**config.mk**
```make
export PLATFORM = sky130hd
export DESIGN_NAME = hazard_ctrl
export DESIGN_NICKNAME = d
export VERILOG_FILES = /design/src/rtl/hazard_pkg.sv /design/src/rtl/hazard_perf_cnt.sv /design/src/rtl/hazard_ctrl.sv
export SDC_FILE = /design/constraint.sdc
export NUM_CORES = 1
export LEC_CHECK = 0
export CAP_MARGIN = 10
export CORE_MARGIN = 4
export CORE_UTILIZATION = 40
export CTS_CLUSTER_DIAMETER = 60
export DETAILED_ROUTE_END_ITERATION = 7
export PLACE_DENSITY = 0.7
export SETUP_SLACK_MARGIN = 0.2
export SLEW_MARGIN = 20
export SYNTH_ARGS = -nofsm -noshare
export SYNTH_HDL_FRONTEND = slang
export SYNTH_SLANG_ARGS = --single-unit
```
**constraint.sdc**
```tcl
create_clock -name clk -period 2.9 [get_ports clk]
set_clock_uncertainty 0.2 [all_clocks]
set_input_delay 0.58 -clock clk [delete_from_list [all_inputs] [get_ports clk]]
set_output_delay 0.58 -clock clk [all_outputs]
set_load 0.03 [all_outputs]
```
**src/rtl/hazard_pkg.sv**
```systemverilog
// Shared types and constants for the pipeline hazard controller.
package hazard_pkg;

  typedef enum logic [1:0] {
    ST_RUN      = 2'd0,
    ST_MEM_WAIT = 2'd1,
    ST_FAULT    = 2'd2
  } state_t;

  localparam int unsigned MEM_TIMEOUT_DEFAULT = 255;
  localparam int unsigned PERF_W              = 32;

  // Wait counter must hold values up to the timeout itself.
  function automatic int unsigned wait_cnt_width(input int unsigned timeout);
    return (timeout < 2) ? 1 : $clog2(timeout + 1);
  endfunction

endpackage

```
**src/rtl/hazard_perf_cnt.sv**
```systemverilog
// Saturating event counter with synchronous clear.
module hazard_perf_cnt #(
  parameter int unsigned W = 32
) (
  input  logic         clk,
  input  logic         clr,
  input  logic         inc,
  output logic [W-1:0] count
);

  always_ff @(posedge clk) begin
    if (clr) begin
      count <= '0;
    end else if (inc && (count != '1)) begin
      count <= count + W'(1);
    end
  end

endmodule

```
**src/rtl/hazard_ctrl.sv**
```systemverilog
// Pipeline stall/flush controller: load-use interlock, branch redirect flush,
// data-memory wait freeze with timeout fault, and performance counters.
module hazard_ctrl
  import hazard_pkg::*;
#(
  parameter int unsigned MEM_TIMEOUT = MEM_TIMEOUT_DEFAULT
) (
  input  logic              clk,
  input  logic              rst,
  input  logic [4:0]        id_rs1,
  input  logic [4:0]        id_rs2,
  input  logic              id_uses_rs1,
  input  logic              id_uses_rs2,
  input  logic [4:0]        ex_rd,
  input  logic              ex_mem_read,
  input  logic              ex_redirect,
  input  logic              mem_req,
  input  logic              mem_ready,
  output logic              pc_stall,
  output logic              if_id_stall,
  output logic              id_ex_stall,
  output logic              ex_mem_stall,
  output logic              if_id_flush,
  output logic              id_ex_flush,
  output logic              mem_wb_flush,
  output logic              err_out,
  output logic [PERF_W-1:0] stall_cycles,
  output logic [PERF_W-1:0] flush_events
);

  localparam int unsigned WAIT_W = wait_cnt_width(MEM_TIMEOUT);

  state_t            state, state_nxt;
  logic [WAIT_W-1:0] wait_cnt, wait_cnt_nxt;
  logic              load_use, mem_wait;
  logic              hold, do_redirect, do_lu;

  assign load_use = ex_mem_read && (ex_rd != 5'd0) &&
                    ((id_uses_rs1 && (id_rs1 == ex_rd)) ||
                     (id_uses_rs2 && (id_rs2 == ex_rd)));
  assign mem_wait = mem_req && !mem_ready;

  always_ff @(posedge clk) begin
    if (rst) begin
      state    <= ST_RUN;
      wait_cnt <= '0;
      err_out  <= 1'b0;
    end else begin
      state    <= state_nxt;
      wait_cnt <= wait_cnt_nxt;
      if (state_nxt == ST_FAULT) begin
        err_out <= 1'b1;
      end
    end
  end

  // Memory wait outranks redirect, which outranks load-use.
  always_comb begin
    state_nxt    = state;
    wait_cnt_nxt = wait_cnt;
    hold         = 1'b0;
    do_redirect  = 1'b0;
    do_lu        = 1'b0;
    pc_stall     = 1'b0;
    if_id_stall  = 1'b0;
    id_ex_stall  = 1'b0;
    ex_mem_stall = 1'b0;
    if_id_flush  = 1'b0;
    id_ex_flush  = 1'b0;
    mem_wb_flush = 1'b0;

    case (state)
      ST_RUN, ST_MEM_WAIT: begin
        if (mem_wait) begin
          hold = 1'b1;
          if (state == ST_RUN) begin
            wait_cnt_nxt = WAIT_W'(1);
          end else begin
            wait_cnt_nxt = wait_cnt + WAIT_W'(1);
          end
          if (32'(wait_cnt_nxt) >= MEM_TIMEOUT) begin
            state_nxt = ST_FAULT;
          end else begin
            state_nxt = ST_MEM_WAIT;
          end
        end else begin
          state_nxt    = ST_RUN;
          wait_cnt_nxt = '0;
          if (ex_redirect) begin
            do_redirect = 1'b1;
          end else if (load_use) begin
            do_lu = 1'b1;
          end
        end
      end
      ST_FAULT: begin
        hold = 1'b1;
      end
      default: begin
        state_nxt    = ST_RUN;
        wait_cnt_nxt = '0;
      end
    endcase

    // Outputs are quiet for the whole reset cycle.
    if (!rst) begin
      pc_stall     = hold | do_lu;
      if_id_stall  = hold | do_lu;
      id_ex_stall  = hold;
      ex_mem_stall = hold;
      mem_wb_flush = hold;
      if_id_flush  = do_redirect;
      id_ex_flush  = do_redirect | do_lu;
    end
  end

  hazard_perf_cnt #(.W(PERF_W)) u_stall_cnt (
    .clk   (clk),
    .clr   (rst),
    .inc   (pc_stall),
    .count (stall_cycles)
  );

  hazard_perf_cnt #(.W(PERF_W)) u_flush_cnt (
    .clk   (clk),
    .clr   (rst),
    .inc   (if_id_flush),
    .count (flush_events)
  );

endmodule

```
placement.png
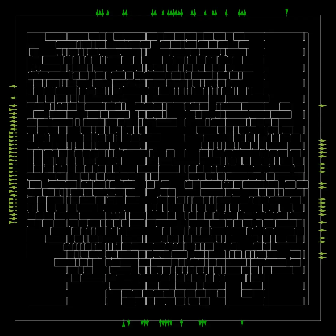
Finished Layout Cells: 705
flop share of the area: 28.0%
fin util: 57.2%

placement_by_type.png
Scale bar: 20 um. Fill, decap, tap and diode cells in gray.
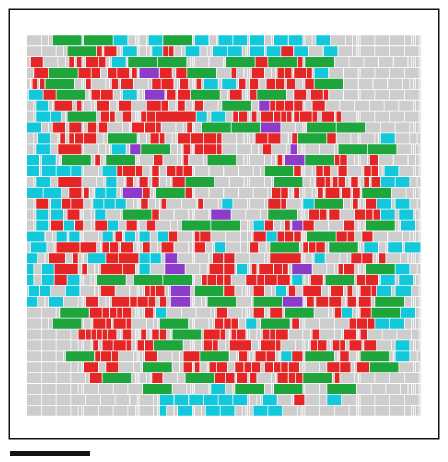
Key: flops = green [cells 75]; combinational and other logic = red [cells 356]; other buffers and delay cells = cyan [cells 129]; clock drivers and dummy loads = purple [cells 16]

wires.png
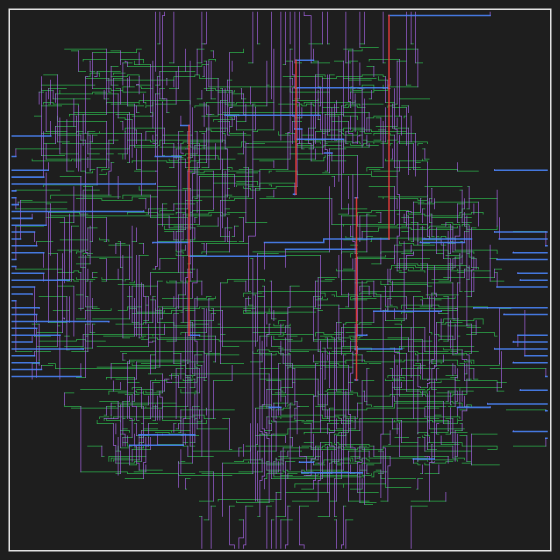
Key: metal 4 = red [wire length 148 um]; metal 3 = blue [wire length 613 um]; metal 1 = green [wire length 4580 um]; metal 2 = purple [wire length 4880 um]
vias after detailed routing: 3894
Post-Route WL: 10.2 mm
wire per inst: 14.5 um
gr usage total: 17.8%

==> results.txt <==
flow finished, numbers: fin area=~5400 um2, Logic Gate Count=~350, top flop regs=u_flush_cnt.count: 32 flops, u_stall_cnt.count: 32 flops, wait_cnt: 8 flops, pin slew with the least headroom to its limit=0.649 ns, metal3 WL=612 um, final worst slack=approximately 0.22 ns, CP top delay family=simple AND/OR/NAND/NOR gates, XORs/XNORs by Area=9.19%, top cells by count=75 x dfxtp_1, 43 x nor2_1, 30 x nand2_1, Final Hold Viols=0, dominant class by area=multi-input combinational cells, OpenROAD warning count=29, Pre-Place Util=41.7%, cell count listed in synth_stat.txt=453, final RePlAce weighted congestion=0.808, most frequent logic cells in the routed design=75 x dfxtp_1, 68 x clkdlybuf4s50_1, 42 x nor2_1, CTS tree=done, main logic family after synthesis=simple AND/OR/NAND/NOR gates, status=complete, no violations, leak pwr=just under 2 nW, Post-synth area hogs=dfxtp_1 38%, xor2_1 5.6%, nand4_1 4.2%, Worst path depth=7, Register Area=1500 um2, Hold Crit Class=flop to flop, DRT antenna net count=0, setup TNS=0 ns, Yosys chip area=3910 um2, io pins=95, Critical Path Start=ex_rd[1], Clk network pwr share=38.9%, asr flop ratio synth=0%, setup repair bufs after CTS=4, slowest CP cell=or4_4, DP HPWL=7.41 mm, Metal-1 WL=4.58 mm, Area Growth Syn to Fin=37.2%, Buffers, non-clock=129, Synth Area in Compound Gates=about 16%, main flop type=dfxtp_1, R2R Path Start=state[1], flop count=between 70 and 80, count leader, synth=dfxtp_1, cell mode on critical path=buf_6, Buffers on Ports=around 94, placed cell area=5090 um2, Yosys top cell by area=dfxtp_1, H-tree Lvls=3, Simple Share, Synth=30.7%, drt initial violations=approximately 120
metal_density.png
The die is cut into 21 by 21 equal tiles; black is low, pale yellow is high, scaled to the fullest tile. Values are wire area over tile area, all layers added.
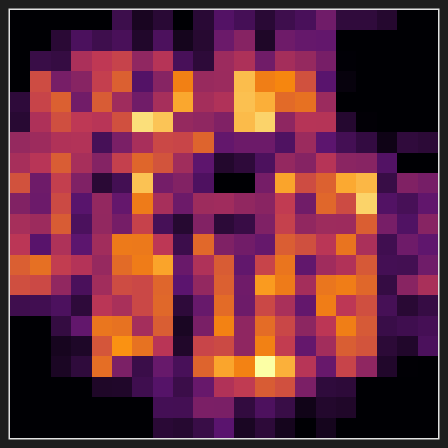
18% of the tiles are nearly empty. The densest ninth of the die: middle left. The mean over all tiles is 0.14. The emptiest ninth of the die: upper right. 25% of the tiles are over half the peak.

layer_met1.png
Supply wires on this layer in gray.
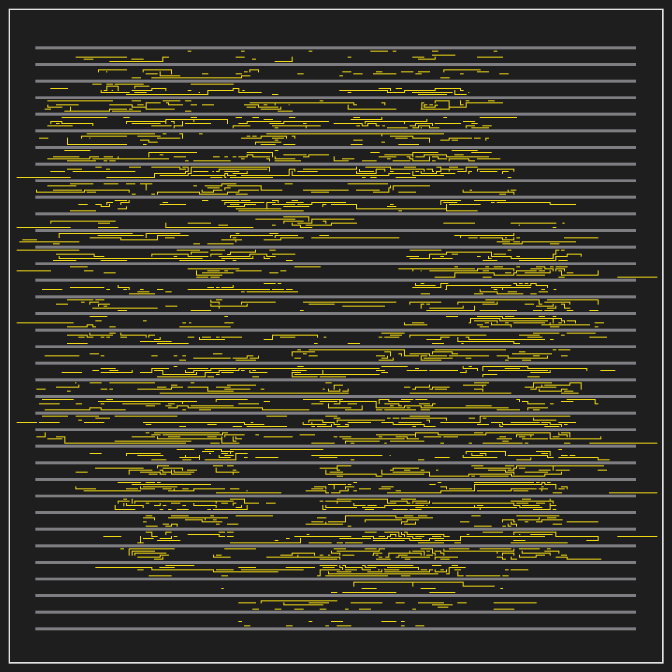
The layer carries 4580 um of wire. The wires run mostly horizontal.
met1 Usage GRT: 22.3%

Power is estimated from default activity; no workload was simulated.
